$ cat src/rtl/vga_bus_arbiter_pkg.sv
// Shared definitions for the VGA bus arbiter: strobe/ack bit positions common
// with the motherboard sequencer and the transaction state encoding.
package vga_bus_arbiter_pkg;

  localparam int VGA_WRITE_PIN = 0;
  localparam int VGA_READ_PIN  = 1;
  localparam int VGA_ACK       = 0;

  typedef enum logic [1:0] {
    IDLE      = 2'd0,
    WAIT_IDLE = 2'd1,
    ACTIVE    = 2'd2,
    DONE      = 2'd3
  } arb_state_e;

  // Strobe bit that carries a transaction of the given direction.
  function automatic int strobe_pin(input logic we);
    return we ? VGA_WRITE_PIN : VGA_READ_PIN;
  endfunction

endpackage

$ cat src/rtl/vga_bus_arbiter_if.sv
// Requester and VGA device signals of the arbiter. The master modport is the
// arbiter's view; the slave modport is the requesters and the VGA controller.
interface vga_bus_arbiter_if #(
  parameter int word_width = 32
);

  logic                  r0_req;
  logic                  r1_req;
  logic                  r0_we;
  logic                  r1_we;
  logic [word_width-1:0] r0_addr;
  logic [word_width-1:0] r1_addr;
  logic [word_width-1:0] r0_wdata;
  logic [word_width-1:0] r1_wdata;
  logic [word_width-1:0] r0_rdata;
  logic [word_width-1:0] r1_rdata;
  logic                  r0_done;
  logic                  r1_done;
  logic [word_width-1:0] vga_ctrl;
  logic [word_width-1:0] vga_stat;
  logic [word_width-1:0] addr;
  logic [word_width-1:0] data_out;
  logic [word_width-1:0] data_in;
  logic                  err;

  modport master (
    input  r0_req, r1_req, r0_we, r1_we, r0_addr, r1_addr, r0_wdata, r1_wdata,
    input  vga_stat, data_in,
    output r0_rdata, r1_rdata, r0_done, r1_done,
    output vga_ctrl, addr, data_out, err
  );

  modport slave (
    output r0_req, r1_req, r0_we, r1_we, r0_addr, r1_addr, r0_wdata, r1_wdata,
    output vga_stat, data_in,
    input  r0_rdata, r1_rdata, r0_done, r1_done,
    input  vga_ctrl, addr, data_out, err
  );

endinterface

$ cat src/rtl/vga_bus_arbiter_rr_arb2.sv
// Two-input round-robin grant with a last-served pointer. After reset the
// pointer names port 1 as last served, so port 0 wins the first tie.
module rr_arb2 (
  input  logic       clk,
  input  logic       rst,
  input  logic [1:0] req,
  input  logic       update,
  input  logic       served,
  output logic       grant,
  output logic       any_req
);

  logic last_r;

  // Grant selection: a sole requester wins, a tie goes to the port not served last.
  always_comb begin
    grant = 1'b0;
    case (req)
      2'b01:   grant = 1'b0;
      2'b10:   grant = 1'b1;
      2'b11:   grant = ~last_r;
      default: grant = 1'b0;
    endcase
  end

  assign any_req = |req;

  // Last-served pointer, moved only when a transaction completes.
  always_ff @(posedge clk or posedge rst) begin
    if (rst) begin
      last_r <= 1'b1;
    end else if (update) begin
      last_r <= served;
    end else begin
      last_r <= last_r;
    end
  end

endmodule

$ cat src/rtl/vga_bus_arbiter.sv
// VGA bus sequencer and two-port round-robin arbiter. Optional ACK watchdog
// is enabled by defining VGA_ARB_TIMEOUT_EN.
module vga_bus_arbiter
  import vga_bus_arbiter_pkg::*;
#(
  parameter int word_width     = 32,
  parameter int TIMEOUT_CYCLES = 1024
) (
  input  logic              clk,
  input  logic              rst,
  vga_bus_arbiter_if.master bus
);

  localparam logic [word_width-1:0] ALL_ONES = {word_width{1'b1}};

  arb_state_e            state_r;
  logic                  win_r;
  logic                  we_r;
  logic                  grant_s;
  logic                  any_req_s;
  logic                  ack_s;
  logic                  timeout_s;
  logic                  complete_s;
  logic                  sel_we_s;
  logic [word_width-1:0] sel_addr_s;
  logic [word_width-1:0] sel_wdata_s;
  logic [word_width-1:0] ret_data_s;
  logic                  unused_stat_s;

  assign ack_s         = bus.vga_stat[VGA_ACK];
  assign unused_stat_s = ^bus.vga_stat;

  function automatic logic [word_width-1:0] strobe_word(input logic we);
    logic [word_width-1:0] w;
    w = {word_width{1'b0}};
    w[strobe_pin(we)] = 1'b1;
    return w;
  endfunction

  rr_arb2 u_rr_arb2 (
    .clk     (clk),
    .rst     (rst),
    .req     ({bus.r1_req, bus.r0_req}),
    .update  (complete_s),
    .served  (win_r),
    .grant   (grant_s),
    .any_req (any_req_s)
  );

  // Winner's transaction fields as seen in IDLE.
  always_comb begin
    sel_we_s    = bus.r0_we;
    sel_addr_s  = bus.r0_addr;
    sel_wdata_s = bus.r0_wdata;
    if (grant_s) begin
      sel_we_s    = bus.r1_we;
      sel_addr_s  = bus.r1_addr;
      sel_wdata_s = bus.r1_wdata;
    end else begin
      sel_we_s    = bus.r0_we;
      sel_addr_s  = bus.r0_addr;
      sel_wdata_s = bus.r0_wdata;
    end
  end

`ifdef VGA_ARB_TIMEOUT_EN
  localparam int                CNT_W     = $clog2(TIMEOUT_CYCLES) + 1;
  localparam logic [CNT_W-1:0]  CNT_LIMIT = CNT_W'(TIMEOUT_CYCLES - 1);
  localparam logic [CNT_W-1:0]  CNT_ONE   = {{(CNT_W-1){1'b0}}, 1'b1};

  logic [CNT_W-1:0] cnt_r;
  logic             err_r;

  assign timeout_s = (state_r == ACTIVE) && !ack_s && (cnt_r == CNT_LIMIT);
  assign bus.err   = err_r;
`else
  logic unused_cfg_s;

  assign timeout_s    = 1'b0;
  assign unused_cfg_s = (TIMEOUT_CYCLES > 0);
  assign bus.err      = 1'b0;
`endif

  // Completion happens on ACK in ACTIVE, or on watchdog expiry with all-ones data.
  always_comb begin
    complete_s = 1'b0;
    ret_data_s = bus.data_in;
    if (state_r == ACTIVE) begin
      complete_s = ack_s || timeout_s;
      ret_data_s = ack_s ? bus.data_in : ALL_ONES;
    end else begin
      complete_s = 1'b0;
      ret_data_s = bus.data_in;
    end
  end

  // Transaction sequencer; every bus and requester output is a register here.
  always_ff @(posedge clk or posedge rst) begin
    if (rst) begin
      state_r      <= IDLE;
      win_r        <= 1'b0;
      we_r         <= 1'b0;
      bus.addr     <= {word_width{1'b0}};
      bus.data_out <= {word_width{1'b0}};
      bus.vga_ctrl <= {word_width{1'b0}};
      bus.r0_rdata <= {word_width{1'b0}};
      bus.r1_rdata <= {word_width{1'b0}};
      bus.r0_done  <= 1'b0;
      bus.r1_done  <= 1'b0;
`ifdef VGA_ARB_TIMEOUT_EN
      cnt_r        <= {CNT_W{1'b0}};
      err_r        <= 1'b0;
`endif
    end else begin
      case (state_r)
        IDLE: begin
          if (any_req_s) begin
            win_r    <= grant_s;
            we_r     <= sel_we_s;
            bus.addr <= sel_addr_s;
            if (sel_we_s) begin
              bus.data_out <= sel_wdata_s;
            end
            state_r <= WAIT_IDLE;
          end
        end
        WAIT_IDLE: begin
          // The device must drop ACK from its previous cycle before a new strobe.
          if (!ack_s) begin
            bus.vga_ctrl <= strobe_word(we_r);
            state_r      <= ACTIVE;
`ifdef VGA_ARB_TIMEOUT_EN
            cnt_r        <= {CNT_W{1'b0}};
`endif
          end
        end
        ACTIVE: begin
          if (complete_s) begin
            bus.vga_ctrl <= {word_width{1'b0}};
            if (!we_r) begin
              if (win_r) begin
                bus.r1_rdata <= ret_data_s;
              end else begin
                bus.r0_rdata <= ret_data_s;
              end
            end
            if (win_r) begin
              bus.r1_done <= 1'b1;
            end else begin
              bus.r0_done <= 1'b1;
            end
`ifdef VGA_ARB_TIMEOUT_EN
            err_r <= err_r | timeout_s;
`endif
            state_r <= DONE;
          end else begin
`ifdef VGA_ARB_TIMEOUT_EN
            cnt_r <= cnt_r + CNT_ONE;
`endif
            state_r <= ACTIVE;
          end
        end
        DONE: begin
          bus.r0_done <= 1'b0;
          bus.r1_done <= 1'b0;
          state_r     <= IDLE;
        end
        default: begin
          state_r <= IDLE;
        end
      endcase
    end
  end

endmodule

$ cat src/flat_wrapper.sv
// flat-port wrapper written by rule: the top's interface ports become plain ports
module vga_bus_arbiter_flat import vga_bus_arbiter_pkg::*;
#(
  parameter int word_width     = 32,
  parameter int TIMEOUT_CYCLES = 1024
)
  (clk, rst, bus_r0_req, bus_r1_req, bus_r0_we, bus_r1_we, bus_r0_addr, bus_r1_addr, bus_r0_wdata, bus_r1_wdata, bus_vga_stat, bus_data_in, bus_r0_rdata, bus_r1_rdata, bus_r0_done, bus_r1_done, bus_vga_ctrl, bus_addr, bus_data_out, bus_err);
  vga_bus_arbiter_if #(.word_width(word_width)) bus_i ();
  input  logic clk;
  input  logic rst;
  input wire logic [$bits(bus_i.r0_req)-1:0] bus_r0_req;
  input wire logic [$bits(bus_i.r1_req)-1:0] bus_r1_req;
  input wire logic [$bits(bus_i.r0_we)-1:0] bus_r0_we;
  input wire logic [$bits(bus_i.r1_we)-1:0] bus_r1_we;
  input wire logic [$bits(bus_i.r0_addr)-1:0] bus_r0_addr;
  input wire logic [$bits(bus_i.r1_addr)-1:0] bus_r1_addr;
  input wire logic [$bits(bus_i.r0_wdata)-1:0] bus_r0_wdata;
  input wire logic [$bits(bus_i.r1_wdata)-1:0] bus_r1_wdata;
  input wire logic [$bits(bus_i.vga_stat)-1:0] bus_vga_stat;
  input wire logic [$bits(bus_i.data_in)-1:0] bus_data_in;
  output wire logic [$bits(bus_i.r0_rdata)-1:0] bus_r0_rdata;
  output wire logic [$bits(bus_i.r1_rdata)-1:0] bus_r1_rdata;
  output wire logic [$bits(bus_i.r0_done)-1:0] bus_r0_done;
  output wire logic [$bits(bus_i.r1_done)-1:0] bus_r1_done;
  output wire logic [$bits(bus_i.vga_ctrl)-1:0] bus_vga_ctrl;
  output wire logic [$bits(bus_i.addr)-1:0] bus_addr;
  output wire logic [$bits(bus_i.data_out)-1:0] bus_data_out;
  output wire logic [$bits(bus_i.err)-1:0] bus_err;
  assign bus_i.r0_req = bus_r0_req;
  assign bus_i.r1_req = bus_r1_req;
  assign bus_i.r0_we = bus_r0_we;
  assign bus_i.r1_we = bus_r1_we;
  assign bus_i.r0_addr = bus_r0_addr;
  assign bus_i.r1_addr = bus_r1_addr;
  assign bus_i.r0_wdata = bus_r0_wdata;
  assign bus_i.r1_wdata = bus_r1_wdata;
  assign bus_i.vga_stat = bus_vga_stat;
  assign bus_i.data_in = bus_data_in;
  assign bus_r0_rdata = bus_i.r0_rdata;
  assign bus_r1_rdata = bus_i.r1_rdata;
  assign bus_r0_done = bus_i.r0_done;
  assign bus_r1_done = bus_i.r1_done;
  assign bus_vga_ctrl = bus_i.vga_ctrl;
  assign bus_addr = bus_i.addr;
  assign bus_data_out = bus_i.data_out;
  assign bus_err = bus_i.err;
  vga_bus_arbiter #(.word_width(word_width), .TIMEOUT_CYCLES(TIMEOUT_CYCLES)) u_core (.clk(clk), .rst(rst), .bus(bus_i));
endmodule
$ cat config.mk
export PLATFORM = sky130hd
export DESIGN_NAME = vga_bus_arbiter_flat
export DESIGN_NICKNAME = d
export VERILOG_FILES = /design/src/rtl/vga_bus_arbiter_pkg.sv /design/src/rtl/vga_bus_arbiter_if.sv /design/src/rtl/vga_bus_arbiter_rr_arb2.sv /design/src/rtl/vga_bus_arbiter.sv /design/src/flat_wrapper.sv
export SDC_FILE = /design/constraint.sdc
export NUM_CORES = 1
export LEC_CHECK = 0
export ABC_AREA = 1
export CORE_AREA = 3 3 139 141
export CTS_BUF_LIST = sky130_fd_sc_hd__clkbuf_16
export CTS_CLUSTER_DIAMETER = 80
export DETAILED_ROUTE_END_ITERATION = 12
export DIE_AREA = 0 0 142 144
export PLACE_DENSITY = 0.84
export SKIP_LAST_GASP = 1
export SYNTH_ARGS = -nofsm -noshare
export SYNTH_HDL_FRONTEND = slang
export SYNTH_SLANG_ARGS = --single-unit
$ cat constraint.sdc
create_clock -name clk -period 6.26 [get_ports clk]
set_input_delay 0.939 -clock clk [delete_from_list [all_inputs] [get_ports clk]]
set_output_delay 0.939 -clock clk [all_outputs]
set_load 0.05 [all_outputs]
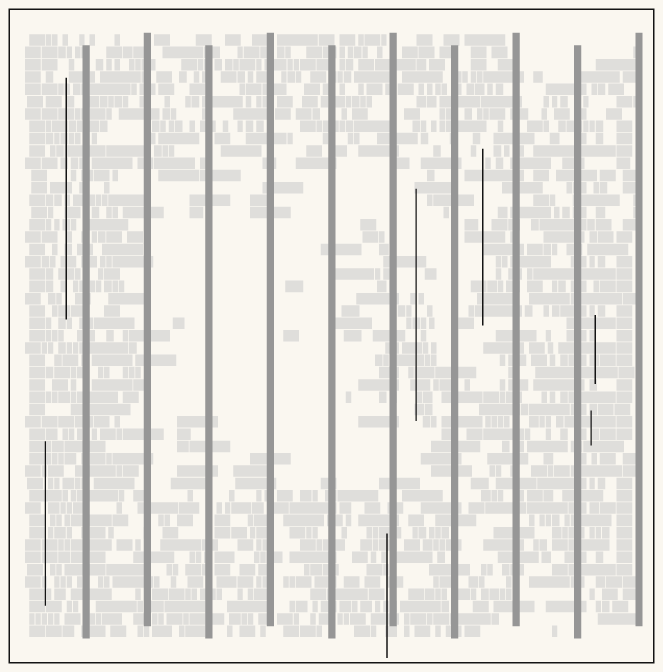
Figure 1: run 1, metal 4.
Supply wires on this layer in grey.
nets with wire on the layer: 7
wire length on this layer: 229 um
share of all routed wire: 1.1%
Via Count: 6547
routed wire length: 20.7 mm

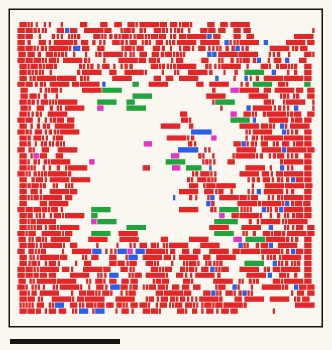
Figure 2: run 1, sizing map.
The bar under the picture is 50 um long.
[magenta] x3 and x4 | cells: 13 | share: 1.1%
[blue] x2 | cells: 53 | share: 4.7%
[red] x1 and smaller | cells: 1047 | share: 92%
[green] x6 and larger | cells: 23 | share: 2.0%
non-clock buffer count in the final layout: 301
setup slack of the critical path after layout: 2.50 ns

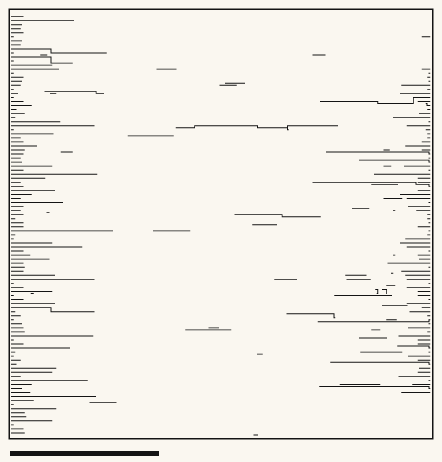
Figure 3: run 1, M3 wires.
The bar under the picture is 50 um long.
wire length on this layer: 1750 um
share of all routed wire: 8.5%
GRT met3 Usage: 7.01%

==> results.env, run 1 <==
FP-ROW-COUNT=49
REMAINING_DRC_ERRORS=0
AREA_DELTA_SYNTH_FINAL_PCT=49.0
RUN_STATUS='finished, final reports clean'
FINISH.CELL_COUNT_WITHOUT_FILLERS=1365
MAX_CAP_VIOL_COUNT=0
WORSTREGTOREGCELLS=7
WORSTPATHARRIVAL_NS=4.04
YOSYS.CELL_COUNT.TOP_TYPE='nand2_1'
POST_ROUTE_CELLS_DRIVE_ABOVE_1_SHARE_PCT=7.83
HOLDPATHSTAGES=2
SETUP_VIOL=0
GRT_START_MAX_NET_PINS=100
FIN_UTIL_PCT=57.1
DETAIL-ROUTE-ANTENNA-NETS=0
ROUTEDLENGTHMET1_MM=8.32
DRT-WIRELENGTH-PER-CELL_UM=15.1
SYN_AREA_PER_CELL_UM2=8.06
MET2WIRELENGTH_MM=10.3
DIE-HEIGHT_UM=144
FINAL.PERIOD_UTILIZATION_PCT=60.0
P_PER_AREA_mW_PER_MM2=576
POST_SYNTH_MAIN_AREA_CONTRIBUTORS='dfrtp_1 (49%), nand2_1 (20%), buf_4 (4.9%)'
YS_SEQ_SHARE_PCT=49.5
TOOL_WARNINGS=61
R2R_START='u_core.state_r[0]'
WORSTSKEWPAIRLATENCY_NS=0.41
SYNTH_AREA_LEADER_CELL='dfrtp_1'
HP_CLASS='reg -> reg'
TIMING_HOLD_VIOLATIONS_FINAL=0
[run 1: logic make-up (layout without fill, tap and decap cells)]
group / Yosys count / after routing / share of synthesized area [%]
other: 1 / 31 / 0.0541
AND/OR/NAND/NOR: 474 / 474 / 29.0
adder cells (fa/ha/maj): 5 / 5 / 0.903
buffers and inverters: 135 / 382 / 10.9
AND-OR/OR-AND: 107 / 107 / 9.61
flip-flops: 137 / 137 / 49.5
[run 1: cell type report]
| type | instances | share of cell area [%] |
|---|---|---|
| clock inverter | 15 | 1.22 |
| clock buffer | 17 | 4.12 |
| timing repair buffer | 301 | 29.1 |
| multi-input combinational | 617 | 27.7 |
| tap | 229 | 2.78 |
| sequential | 137 | 33.2 |
| inverter | 49 | 1.83 |
## Run 2: what changed since run 1
--- a/config.mk
+++ b/config.mk
@@ -6,11 +6,12 @@
 export NUM_CORES = 1
 export LEC_CHECK = 0
 export ABC_AREA = 1
-export CORE_AREA = 3 3 139 141
+export CORE_ASPECT_RATIO = 1.75
+export CORE_MARGIN = 3
+export CORE_UTILIZATION = 36
 export CTS_BUF_LIST = sky130_fd_sc_hd__clkbuf_16
 export CTS_CLUSTER_DIAMETER = 80
 export DETAILED_ROUTE_END_ITERATION = 12
-export DIE_AREA = 0 0 142 144
 export PLACE_DENSITY = 0.84
 export SKIP_LAST_GASP = 1
 export SYNTH_ARGS = -nofsm -noshare
==> constraint.sdc (replaced) <==
create_clock -name clk -period 3.2 [get_ports clk]
set_input_delay 0.48 -clock clk [delete_from_list [all_inputs] [get_ports clk]]
set_output_delay 0.48 -clock clk [all_outputs]
set_load 0.05 [all_outputs]
==> results.env, run 2 <==
POST_SYNTH_MAIN_AREA_CONTRIBUTORS='dfrtp_1 (49%), nand2_1 (20%), buf_4 (4.9%)'
SYNTH_AREA_LEADER_CELL='dfrtp_1'
REMAINING_DRC_ERRORS=0
WORSTSKEWPAIRLATENCY_NS=0.41
DETAIL-ROUTE-ANTENNA-NETS=0
FINISH.CELL_COUNT_WITHOUT_FILLERS=1381
P_PER_AREA_mW_PER_MM2=1140
GRT_START_MAX_NET_PINS=97
SYN_AREA_PER_CELL_UM2=8.06
SYNTHADDERAREAFRAC_PCT=0.903
YS_SEQ_SHARE_PCT=49.5
TIMING_HOLD_VIOLATIONS_FINAL=0
CLOCK_BUFFERS=17
YOSYS.CELL_COUNT.TOP_TYPE='nand2_1'
SETUP_VIOL=0
DRT-WIRELENGTH-PER-CELL_UM=15.6
RUN_STATUS='finished, final reports clean'
SYNTH-SIMPLE-AREA-SHARE_PCT=29.0
COMB_SHARE_PCT=27.2
MULTI_INPUT_COMB_CELLS=617
ANTENNA_FOUND_INITIAL=0
SYNTH.AREA.MUX_SHARE_PCT=0
WORSTREGTOREGCELLS=7
BUFFERS=308
MAX_CAP_VIOL_COUNT=0
FINALSETUPTNS_NS=0
NON_CLOCK_INVERTER_COUNT=49
FP-ROW-COUNT=66
FINAL.PERIOD_UTILIZATION_PCT=69.2
YOSYS-DOMINANT-COMB-FAMILY='simple AND/OR/NAND/NOR gates'
FINAL-CLK-CELL-SHARE_PCT=5.95
LAYOUT.NONCLK_BUF_SHARE_PCT=29.5
R2R_START='u_core.state_r[0]'
POST_ROUTE_CELLS_DRIVE_ABOVE_1_SHARE_PCT=8.57
NUMPORTBUFFERS=298
FIN_UTIL_PCT=56.0
HP_CLASS='in -> async'
WORSTPATHARRIVAL_NS=2.51
POWER_FRAC_CLOCK_PCT=17.5
LAYOUT.CELLS.LARGEST_CLASS='registers'
SYNTH.YOSYS.CHIP_AREA_MM2=0.00693
TOOL_WARNINGS=61
run 2: netlist changes by cell type in the layout (fill, tap and decap cells not counted):
cell       change
buf_4          +4
buf_12         +3
bufinv_16      +3
clkinv_1       -1
clkinv_4       +1
inv_1          -1
inv_6          -1
inv_8          -1
run 2: metal layers:
metal | vias up | routed length [um] | share of wire (%) | global-route usage [%]
met5 | - | 0 | 0 | 0
met4 | 0 | 918 | 4.3 | 10.2
met3 | 49 | 1190 | 5.5 | 3.84
met2 | 279 | 11600 | 54 | 36.8
met1 | 3056 | 7820 | 36 | 21.3
li1 | 3199 | - | - | -
run 2: worst register-to-register path, stage by stage (launching register included):
cell     delay [ns]
dfrtp_1        0.41
inv_1          0.12
ha_1           0.18
inv_1          0.11
nor2_8         0.31
nand3_2        0.62
nand2_1        0.27
nand2_1        0.09
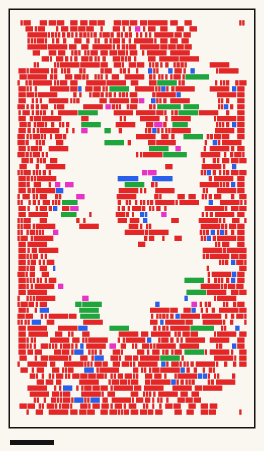
Figure 4: run 2, sizing map.
The bar under the picture is 20 um long.
[green] x6 and larger | cells: 27 | share: 2.4%
[magenta] x3 and x4 | cells: 18 | share: 1.6%
[red] x1 and smaller | cells: 1045 | share: 91%
[blue] x2 | cells: 53 | share: 4.6%
layout-stage area growth over the synthesis result: 51.5%
setup slack of the critical path after layout: 0.987 ns
final instance area: 0.0105 mm2

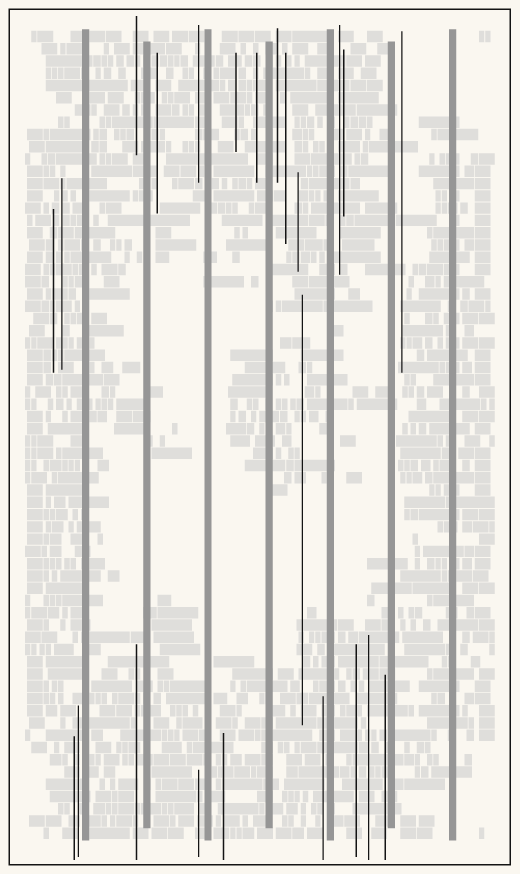
Figure 5: run 2, metal 4.
Supply wires on this layer in grey.
wire length on this layer: 918 um
main direction: vertical
longest straight run: 95.2 um
nets with wire on the layer: 22
Via Count: 6583
routed wire length: 21.6 mm

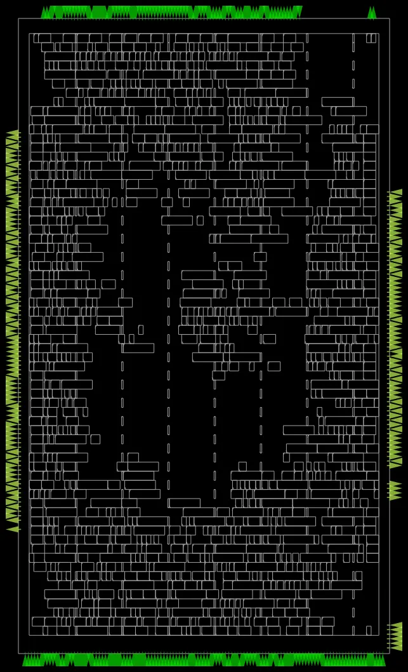
Figure 6: run 2, placement view.
Fillers: 1664
fraction of area in registers: 32.7%
total number of sequential cells: 137
well-tap cell count: 238
core box area: 0.0187 mm2

